### src/rtl/round_judge.sv
// -----------------------------------------------------------------------------
// round_judge
//   Game-round controller feeding the scoreboard display stage. Each round a
//   nonzero 4-bit finger pattern is drawn from a free-running LFSR, the player
//   is given a bounded response window, and the debounced buttons are judged
//   as hit or miss. Score accumulates over a fixed number of rounds, then a
//   pass/fail verdict is shown until the next start press.
//
// Ports
//   clk      in   1  machine clock
//   rst      in   1  synchronous reset, active low
//   btn      in   4  debounced finger buttons, level, 1 = pressed
//   start    in   1  debounced start button, level (rising edge detected here)
//   score    out  8  hits this game, binary, saturating at 255
//   pattern  out  4  target pattern, 0 when no round is active
//   C        out  1  1 = playing/idle (show score), 0 = game over (show verdict)
//   res      out  1  verdict when C = 0: 1 = pass, 0 = fail; 0 whenever C = 1
//   busy     out  1  1 while between rounds (GAP) or in a round (PLAY)
// -----------------------------------------------------------------------------
module round_judge #(
    parameter int unsigned WINDOW     = 50_000_000,
    parameter int unsigned GAP        = 12_500_000,
    parameter int unsigned ROUNDS     = 20,
    parameter int unsigned PASS_SCORE = 15,
    parameter logic [7:0]  LFSR_SEED  = 8'hA5
) (
    input  logic       clk,
    input  logic       rst,
    input  logic [3:0] btn,
    input  logic       start,
    output logic [7:0] score,
    output logic [3:0] pattern,
    output logic       C,
    output logic       res,
    output logic       busy
);

    // One timer serves both the gap and the response window, so it is sized
    // for the longer of the two.
    localparam int unsigned TMAX = (WINDOW > GAP) ? WINDOW : GAP;
    localparam int          TW   = $clog2(TMAX);

    localparam logic [TW-1:0] WIN_LAST = TW'(WINDOW - 1);
    localparam logic [TW-1:0] GAP_LAST = TW'(GAP - 1);
    localparam logic [TW-1:0] T_ONE    = TW'(1);
    localparam logic [7:0]    ROUNDS_L = 8'(ROUNDS);
    // Nine bits so a threshold of 256 (never reachable) still compares sanely.
    localparam logic [8:0]    PASS_L   = (PASS_SCORE > 256) ? 9'd256 : 9'(PASS_SCORE);

    typedef enum logic [1:0] {
        S_IDLE,
        S_GAP,
        S_PLAY,
        S_DONE
    } state_e;

    state_e        state_q;
    logic [7:0]    lfsr_q;
    logic [7:0]    lfsr_d;
    logic          start_q;
    logic [TW-1:0] timer_q;
    logic [7:0]    round_q;
    logic [7:0]    score_q;
    logic [3:0]    pattern_q;
    logic          c_q;
    logic          res_q;
    logic          busy_q;

    logic          start_rise;
    logic [3:0]    draw_pat;
    logic          hit;
    logic          wrong;
    logic          timeout;
    logic [7:0]    score_d;

    // Fibonacci LFSR, taps 8,6,5,4: maximal length, never reaches zero.
    assign lfsr_d     = {lfsr_q[6:0], lfsr_q[7] ^ lfsr_q[5] ^ lfsr_q[4] ^ lfsr_q[3]};
    assign start_rise = start & ~start_q;

    // A zero low nibble would be an impossible target, so it maps to one finger.
    assign draw_pat = (lfsr_q[3:0] == 4'd0) ? 4'b0001 : lfsr_q[3:0];

    // Judgement priority inside a round: hit, then wrong button, then timeout.
    // A partial subset press is neither, so the round keeps waiting.
    assign hit     = (btn == pattern_q);
    assign wrong   = ~hit && ((btn & ~pattern_q) != 4'd0);
    assign timeout = ~hit && ~wrong && (timer_q == WIN_LAST);

    // Score after a judged round; saturates rather than wrapping.
    assign score_d = (hit && score_q != 8'hFF) ? score_q + 8'd1 : score_q;

    // NOTE: sequential state uses non-blocking assignments only, so every
    // register samples the pre-edge values of its neighbours.
    always_ff @(posedge clk) begin
        if (!rst) begin
            state_q   <= S_IDLE;
            lfsr_q    <= LFSR_SEED;
            // Starting high means a start button held through reset does not
            // look like a fresh press.
            start_q   <= 1'b1;
            timer_q   <= '0;
            round_q   <= 8'd0;
            score_q   <= 8'd0;
            pattern_q <= 4'd0;
            c_q       <= 1'b1;
            res_q     <= 1'b0;
            busy_q    <= 1'b0;
        end else begin
            lfsr_q  <= lfsr_d;
            start_q <= start;

            case (state_q)
                S_IDLE: begin
                    if (start_rise) begin
                        state_q <= S_GAP;
                        score_q <= 8'd0;
                        round_q <= 8'd0;
                        timer_q <= '0;
                        busy_q  <= 1'b1;
                    end
                end

                S_GAP: begin
                    // Any held button restarts the idle gap, so the next round
                    // only opens after GAP consecutive released cycles.
                    if (btn != 4'd0) begin
                        timer_q <= '0;
                    end else if (timer_q == GAP_LAST) begin
                        state_q   <= S_PLAY;
                        pattern_q <= draw_pat;
                        round_q   <= round_q + 8'd1;
                        timer_q   <= '0;
                    end else begin
                        timer_q <= timer_q + T_ONE;
                    end
                end

                S_PLAY: begin
                    if (hit || wrong || timeout) begin
                        score_q   <= score_d;
                        pattern_q <= 4'd0;
                        timer_q   <= '0;
                        if (round_q == ROUNDS_L) begin
                            state_q <= S_DONE;
                            c_q     <= 1'b0;
                            res_q   <= ({1'b0, score_d} >= PASS_L);
                            busy_q  <= 1'b0;
                        end else begin
                            state_q <= S_GAP;
                        end
                    end else begin
                        timer_q <= timer_q + T_ONE;
                    end
                end

                S_DONE: begin
                    if (start_rise) begin
                        state_q <= S_GAP;
                        score_q <= 8'd0;
                        res_q   <= 1'b0;
                        c_q     <= 1'b1;
                        round_q <= 8'd0;
                        timer_q <= '0;
                        busy_q  <= 1'b1;
                    end
                end

                default: state_q <= S_IDLE;
            endcase
        end
    end

    assign score   = score_q;
    assign pattern = pattern_q;
    assign C       = c_q;
    assign res     = res_q;
    assign busy    = busy_q;

endmodule

### config.mk
export PLATFORM = sky130hd
export DESIGN_NAME = round_judge
export DESIGN_NICKNAME = d
export VERILOG_FILES = /design/src/rtl/round_judge.sv
export SDC_FILE = /design/constraint.sdc
export NUM_CORES = 1
export LEC_CHECK = 0
export CAP_MARGIN = 5
export CORE_AREA = 4 4 81 83
export CTS_BUF_LIST = sky130_fd_sc_hd__clkbuf_8
export DETAILED_ROUTE_END_ITERATION = 10
export DIE_AREA = 0 0 85 87
export DONT_BUFFER_PORTS = 1
export PLACE_DENSITY = 0.79
export SYNTH_ARGS = -nofsm -noshare
export SYNTH_HDL_FRONTEND = slang
export SYNTH_SLANG_ARGS = --single-unit
export TNS_END_PERCENT = 5
### constraint.sdc
create_clock -name clk -period 3 [get_ports clk]
set_clock_uncertainty 0.05 [all_clocks]
set_input_delay 0.45 -clock clk [delete_from_list [all_inputs] [get_ports clk]]
set_output_delay 0.45 -clock clk [all_outputs]
set_load 0.005 [all_outputs]
The metal 2 layer:
(3 px per um) Cells faint in the background.
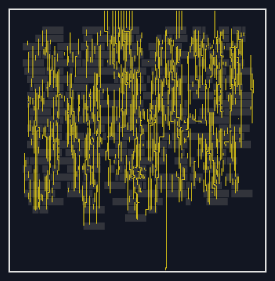
main direction: vertical
wire length on this layer: 3290 um
via count: 2718
final wirelength: 6800 um

Routing congestion:
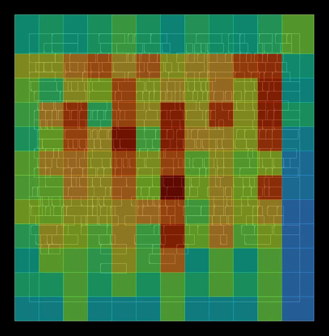
GRT Total Usage: 19.3%
drt wl/cell: 15.1 um

==> results.yml <==
# flow metrics
run_status:
  outcome: "finished clean"
route:
  viasPerCell: 6.04
  dr.pass1.iters: 4
  remaining_drc_errors: 0
clock_tree:
  clock_path_buffers: 2
  htree_num_levels: 3
  clk_pin_slew_ns: 0.07
  cts_tree: "yes"
  hold_buffers: 0
  clock_latency_ns: 0.35
  cts_buffers: 9
  cts_resized: 0
  clock_sinks: 60
synthesis:
  async_reset_ff_share_pct: 0
  synthFlopType: "dfxtp_1"
  synth-edff-count: 0
  fp_nets: 383
  netlist.area_leader.share_pct: 38.2
  ys_ff: 60
  yosys.area.top_type: "dfxtp_1"
  syn_inst: 365
  yosys.cell_types.count: 58
  synth_chip_area_um2: 3140
  ys_seq_share_pct: 38.2
  synth_area_um2: 3140
sta:
  tns_ns: 0
  finalClockPeriodUsage_pct: 91.9
  finalCriticalPeriod_ns: 2.76
  max_freq_mhz: 363
  final_hold_viol_count: 0
  rsz0062_at_grt: "no"
  drv_slew: 0
  finalWorstSetupSlack_ns: 0.244
  slew_headroom_pct: 28.8
cells_and_area:
  nFillCells: 512
  n_antenna_cell: 0
  nets: 388
  final_core_util_pct: 58.2
grt:
  grt_overflow_total: 0
  antenna_found_initial: 0
  grt_max_degree: 28
  grt_first_pass_wirelength_um: 11600
critical_path:
  cp.required_ns: 3.15
  cp.buffers_inverters: 0
  arrival_ns: 2.90
  cpLargestDelayFamily: "AND-OR/OR-AND gates"
  crit_fanout: 26
  cpMaxStageDelayCell: "o31ai_4"
  end_kind: "register"
  cpPeakStageDelay_ns: 0.89
  crit_type: "reg -> reg"
floorplan:
  die_w_um: 85
  boundaryPins: 22
  die_y_um: 87
  dieArea_um2: 7400
  core_um2: 5850
  fp_util_pct: 53.7
flow_run:
  tool_warnings: 29
  maxCapViolCount: 0
placement:
  dp.cells: 434
  dp_hpwl_um: 4750
  dpl_worst_slack_ns: 0.278
  portBuffers: 0
  place.gp.congestion: 0.827
power_and_ir_drop:
  p_leak_uw: 0.00109
  power_density_nw_per_um2: 630
  p_total_uw: 2150
  ir_drop_mv: 0.524
min_path:
  min_path_type: "in -> reg"
Zoomed window:
Window x 22 to 62, y 41 to 81 um. Cells in grey, sequential cells in the stronger grey; small squares are vias.
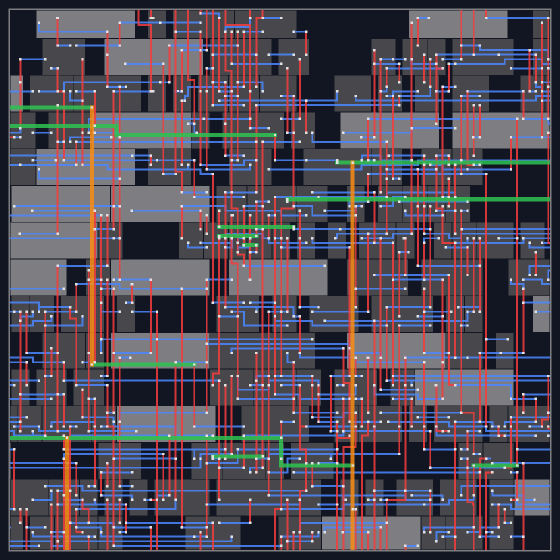
[blue] M1
[green] M3
[red] M2
[orange] M4
most frequent: dfxtp_1 (18), inv_1 (10)
cells with their middle in the window: 138
netlist names of flops here include: timer_q (5), pattern (4), score (3)
sequential cells in the window: 18

Where the registers sit:
(6 px per um) Other sequential cells in the stronger grey, the rest of the logic in the fainter grey.
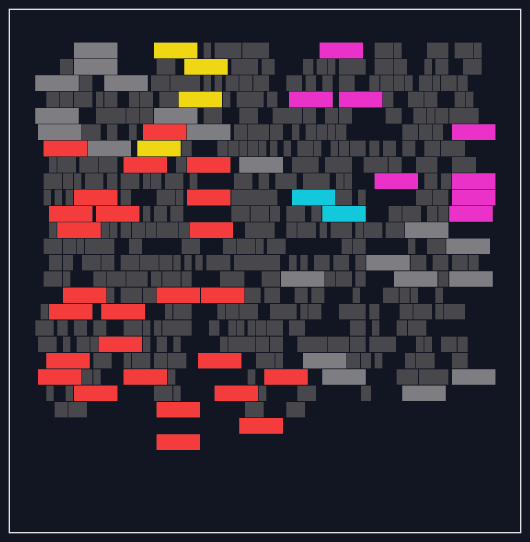
[cyan] state_q | sequential cells: 2
[red] timer_q | sequential cells: 26
[magenta] score | sequential cells: 8 | where: upper right
[yellow] pattern | sequential cells: 4
not coloured: 20

-- layout by cell type (no fill, tap or decap), drive strengths merged, types with 9 or more instances in the layout --
cell type / n
nor3: 12
dfxtp: 60
ha: 11
xnor2: 21
nand3: 15
inv: 18
nand4: 9
clkbuf: 9
a21oi: 19
nor2: 38
o21ai: 11
nand2: 26
nor4: 15
-- metrics by stage --
| stage | hold WS (ns) | cell area [um2] |
|---|---|---|
| final | 0.128 | 3410 |
| after global routing | 0.107 | 3410 |
| after CTS | 0.109 | 3410 |
| after detailed placement | 0.356 | 3230 |
| after global placement | 0.346 | 3230 |
| after floorplan | 0.336 | 3140 |
-- final timing paths --
| path | start | end | slack [ns] | depth (start not counted) |
|---|---|---|---|---|
| worst max-delay path | timer_q[0]$_SDFFE_PN0N_ | timer_q[16]$_SDFFE_PN0N_ | 0.24 | 6 |
| worst min-delay path | rst | lfsr_q[0]$_SDFF_PN1_ | 0.13 | 1 |
| worst max register to register | timer_q[0]$_SDFFE_PN0N_ | timer_q[16]$_SDFFE_PN0N_ | 0.24 | 6 |
| worst min register to register | lfsr_q[6]$_SDFF_PN0_ | lfsr_q[7]$_SDFF_PN1_ | 0.37 | 1 |
-- logic make-up (layout without fill, tap and decap cells) --
kind of cell / Yosys count / in the layout / synth area share, %
flops: 60 / 60 / 38.2
compound gates: 73 / 73 / 16.6
simple gates: 161 / 161 / 28.3
buf+inv: 29 / 39 / 3.70
xor+xnor: 28 / 28 / 7.81
fa+ha+maj: 11 / 11 / 4.38
mux: 3 / 3 / 0.956
-- metal layers --
layer	share of wire, %	global-route usage (%)	vias to the layer above
met3	4.3	6.53	9
met2	48	31.4	56
met1	46	23.9	1298
met5	0	0	-
met4	1.1	6.47	0
li1	-	-	1355
-- sequential cells by signal (all words and copies together), names as in the netlist, 2 cells and up --
name     cells
pattern      4
lfsr_q       8
score        8
timer_q     26
round_q      8
state_q      2
-- cells in the mapped netlist, drive strengths merged, types with 5 or more instances --
| cell | count |
|---|---|
| a21oi | 19 |
| a31oi | 6 |
| and2 | 5 |
| and3 | 6 |
| and4 | 6 |
| clkbuf | 9 |
| dfxtp | 60 |
| ha | 11 |
| inv | 16 |
| nand2 | 26 |
| nand2b | 5 |
| nand3 | 15 |
| nand4 | 9 |
| nor2 | 38 |
| nor3 | 12 |
| nor4 | 15 |
| o21ai | 11 |
| o31ai | 6 |
| or3 | 5 |
| xnor2 | 21 |
| xor2 | 7 |
-- layout make-up --
cell class | instances | area (um2) | share of cell area (%)
clock buffers | 9 | 124 | 3.64
flip-flops and latches | 60 | 1200 | 35.3
multi-input cells | 276 | 1820 | 53.5
inverters | 16 | 60.1 | 1.76
well taps | 75 | 93.8 | 2.75
repair buffers | 7 | 52.6 | 1.54
clock inverters | 7 | 51.3 | 1.51
-- report_power, final --
part / internal [uW] / leakage (uW) / switching (uW)
combinational: 202 / 0.000514 / 406
sequential: 845 / 0.000487 / 42.1
clock: 302 / 0.0000860 / 349
No activity file was given, so power comes from the tool's default toggle rates.
